==> config.mk <==
export PLATFORM = sky130hd
export DESIGN_NAME = load_scoreboard
export DESIGN_NICKNAME = d
export VERILOG_FILES = /design/src/rtl/load_scoreboard.sv
export SDC_FILE = /design/constraint.sdc
export NUM_CORES = 1
export LEC_CHECK = 0
export ABC_AREA = 1
export CAP_MARGIN = 10
export CORE_MARGIN = 4
export CORE_UTILIZATION = 54
export DETAILED_ROUTE_END_ITERATION = 8
export GPL_TIMING_DRIVEN = 1
export PLACE_DENSITY = 0.81
export SETUP_SLACK_MARGIN = 0.4
export SLEW_MARGIN = 20
export SYNTH_ARGS = -nofsm -noshare
export SYNTH_HDL_FRONTEND = slang
export SYNTH_SLANG_ARGS = --single-unit
==> constraint.sdc <==
create_clock -name clk -period 4.2 [get_ports clk]
set_clock_uncertainty 0.1 [all_clocks]
set_input_delay 0.84 -clock clk [delete_from_list [all_inputs] [get_ports clk]]
set_output_delay 0.84 -clock clk [all_outputs]
set_load 0.01 [all_outputs]
==> src/rtl/load_scoreboard.sv <==
// Pending-load scoreboard: tracks destinations of in-flight loads and stalls
// decode on RAW/WAW hits or when the outstanding-load budget is exhausted.
module load_scoreboard #(
    parameter int MAX_LOADS = 2,
    parameter int CNT_W     = 3
) (
    input  logic             clk,
    input  logic             rst,
    input  logic             issue_valid,
    input  logic [4:0]       issue_rs1,
    input  logic [4:0]       issue_rs2,
    input  logic             issue_uses_rs1,
    input  logic             issue_uses_rs2,
    input  logic [4:0]       issue_rd,
    input  logic             issue_is_load,
    input  logic             flush,
    input  logic             rsp_valid,
    input  logic [4:0]       rsp_rd,
    output logic             stall,
    output logic [31:0]      busy_mask,
    output logic [CNT_W-1:0] pending_count,
    output logic             rsp_err,
    output logic [31:0]      stall_cycles
);

    localparam logic [CNT_W-1:0] MAX_CNT = CNT_W'(MAX_LOADS);

    logic [31:0]      busy_q, busy_d;
    logic [CNT_W-1:0] cnt_q, cnt_d;
    logic             err_q, err_d;
    logic [31:0]      stall_cyc_q, stall_cyc_d;

    logic [31:0] clear_mask;
    logic [31:0] set_mask;
    logic [31:0] eff_busy;
    logic        rsp_hit;
    logic        rsp_x0_dec;
    logic        raw1, raw2, waw, full;
    logic        accept;
    logic        cnt_inc, cnt_dec;

    always_comb begin
        clear_mask = '0;
        if (rsp_valid && rsp_rd != 5'd0)
            clear_mask = 32'd1 << rsp_rd;
    end

    // A response landing this cycle is forwarded, so it already resolves hazards.
    assign eff_busy   = busy_q & ~clear_mask;
    assign rsp_hit    = rsp_valid && (rsp_rd != 5'd0) && busy_q[rsp_rd];
    assign rsp_x0_dec = rsp_valid && (rsp_rd == 5'd0) && (cnt_q != '0);

    assign raw1 = issue_uses_rs1 && (issue_rs1 != 5'd0) && eff_busy[issue_rs1];
    assign raw2 = issue_uses_rs2 && (issue_rs2 != 5'd0) && eff_busy[issue_rs2];
    assign waw  = issue_is_load && (issue_rd != 5'd0) && eff_busy[issue_rd];
    assign full = issue_is_load && (cnt_q == MAX_CNT) && !rsp_hit;

    assign stall  = issue_valid && !flush && (raw1 || raw2 || waw || full);
    assign accept = issue_valid && !flush && !stall;

    always_comb begin
        set_mask = '0;
        if (accept && issue_is_load && issue_rd != 5'd0)
            set_mask = 32'd1 << issue_rd;
    end

    assign cnt_inc = accept && issue_is_load;
    assign cnt_dec = rsp_hit || rsp_x0_dec;

    always_comb begin
        // Set after clear: a same-register reissue keeps the bit busy.
        busy_d    = (busy_q & ~clear_mask) | set_mask;
        busy_d[0] = 1'b0;

        cnt_d = cnt_q;
        case ({cnt_inc, cnt_dec})
            2'b10:   cnt_d = cnt_q + 1'b1;
            2'b01:   cnt_d = cnt_q - 1'b1;
            default: cnt_d = cnt_q;
        endcase

        err_d = err_q;
        if (rsp_valid) begin
            if (rsp_rd != 5'd0 && !busy_q[rsp_rd])
                err_d = 1'b1;
            if (rsp_rd == 5'd0 && cnt_q == '0)
                err_d = 1'b1;
        end

        stall_cyc_d = stall_cyc_q;
        if (stall && stall_cyc_q != 32'hFFFF_FFFF)
            stall_cyc_d = stall_cyc_q + 32'd1;
    end

    always_ff @(posedge clk) begin
        if (rst) begin
            busy_q      <= '0;
            cnt_q       <= '0;
            err_q       <= 1'b0;
            stall_cyc_q <= '0;
        end else begin
            busy_q      <= busy_d;
            cnt_q       <= cnt_d;
            err_q       <= err_d;
            stall_cyc_q <= stall_cyc_d;
        end
    end

    assign busy_mask     = busy_q;
    assign pending_count = cnt_q;
    assign rsp_err       = err_q;
    assign stall_cycles  = stall_cyc_q;

endmodule

**Routed metal, one color a layer**

Scale bar: 20 um.
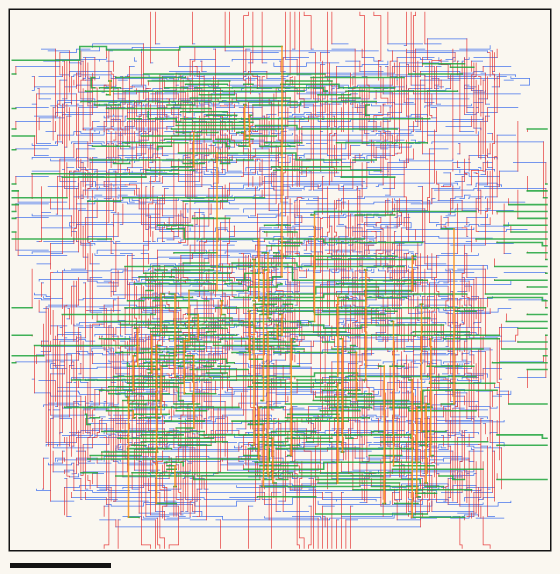
green -> met3  # wire length 3590 um
orange -> met4  # wire length 756 um
red -> met2  # wire length 8780 um
blue -> met1  # wire length 8620 um

**Gate families picked out**

Scale bar: 20 um.
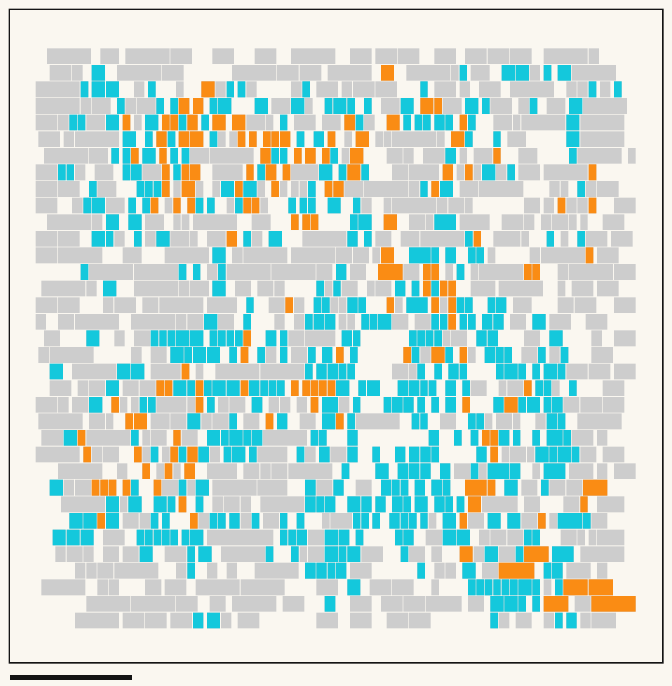
orange -> NOR gates  # cells 139
cyan -> NAND gates  # cells 430, where widely spread

**Routing congestion**

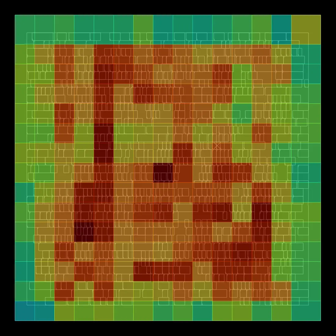
grt met3 use: 11.6%
Wirelength per Cell: 18.5 um

==> run summary <==
This memo summarizes the results of the implementation run.

Run status
The flow ran to the end, but the final reports show violations. The checks that failed: DRC.

STA
The max-slew violation total from the final report is 0. Hold is met by 0.388 ns. The number of setup violations in the final report is 0. Based on the critical path, the design can be clocked at up to 268 MHz. The final critical path time including I/O delays and setup is 3.73 ns. The final worst slack is 0.471 ns. The aggregate negative setup slack is 0 ns. Setup repair after global routing left no endpoint under its margin. The actual transition at the worst max-transition pin is 0.890 ns.

Power
The overall power after layout is 1540 uW. The largest power group is registers. The switching component of the power was reported as 483 uW.

Detailed routing
Per the detail_route log, met2 wirelength is 8.78 mm. The highest metal layer used by the detailed router is met4. The post-detailed-route count of antenna-violating nets is 0.

The total vias in the final route is 7279. The remaining routing DRC violations is 1.

Synthesis
Among all cell types in the netlist, the one instantiated most often is nand2_1. The synthesis stat section lists a flop and latch total of 67. The main area contributors are dfxtp_1 (25%), nand2_1 (19%), nand4_1 (10%), nand3_1 (7.4%), nor2_1 (7.3%). The portion of synthesized area spent on multiplexers is 0%. Counting every net in the synthesized netlist gives 924.

Per the synthesis report, the number of distinct cell types is 32. After synthesis, the design contains 893 cells according to Yosys. The synthesized area is 5280 sq um.

The share of flip-flops with an asynchronous set or reset is 0%.

Setup path
Per the timing report, the most critical flop-to-flop path originates at stall_cycles[1]. STA classifies the critical path startpoint as an input port. STA lists the endpoint of the worst register-to-register path as stall_cycles[18]. The top cell family by delay on the critical path is buffers and inverters.

The worst endpoint required time is 3.26 ns. The slowest library cell on the worst path is clkdlybuf4s50_1. The most frequent cell on the critical path is nand2_1. In this run the worst setup path begins at issue_rd[0]. The critical path buffer and inverter count is 3. The worst setup path endpoint is stall.

The worst endpoint data arrival time is 2.79 ns. Measured in cells, the most critical reg-to-reg path has a length of 14.

Clock network
The clock-pin slew of the registers on the worst-case setup and hold paths is 0.08 ns. The clock passes through at most 2 buffers. For this design, the CTS-stage hold fixing added 0 buffers.

Die
The chip area is 11400 sq um.

Run
The tool flagged a number of max-cap violations equal to 0.

Hold path
The launch point of the worst hold path is stall_cycles[31]. The count of cells along the worst hold path is 2.

Global routing
The first global-routing pass estimated 34.6 mm of wire. The number of global-route vias before repair is 6723. The routing usage on met2 is 54.5%.

Final layout
Counting the fill cells in the layout gives 763. Per the final layout report, the fraction of cells sized above drive strength 1 comes to 16.0%.

Place
Once placement completed, the tool counted placed cells totaling 1158. The worst-case setup slack after placement is -0.355 ns.
## area by class of cell
type / instances / area (sq um) / share of cell area, %
clock inverters: 4 / 51.3 / 0.714
well taps: 129 / 161 / 2.25
clock buffers: 11 / 141 / 1.97
inverters: 80 / 300 / 4.18
multi-input cells: 701 / 3520 / 49.0
repair buffers: 186 / 1660 / 23.2
flip-flops and latches: 67 / 1340 / 18.7
## repair_timing
item,4_1_cts,5_1_grt
buffers inserted,1,4
hold endpoints to repair,0,0
gates resized,35,36
setup endpoints to repair,3,2
pin swaps,3,16
Power figures rest on the tool's default switching activity, not on a simulated workload.
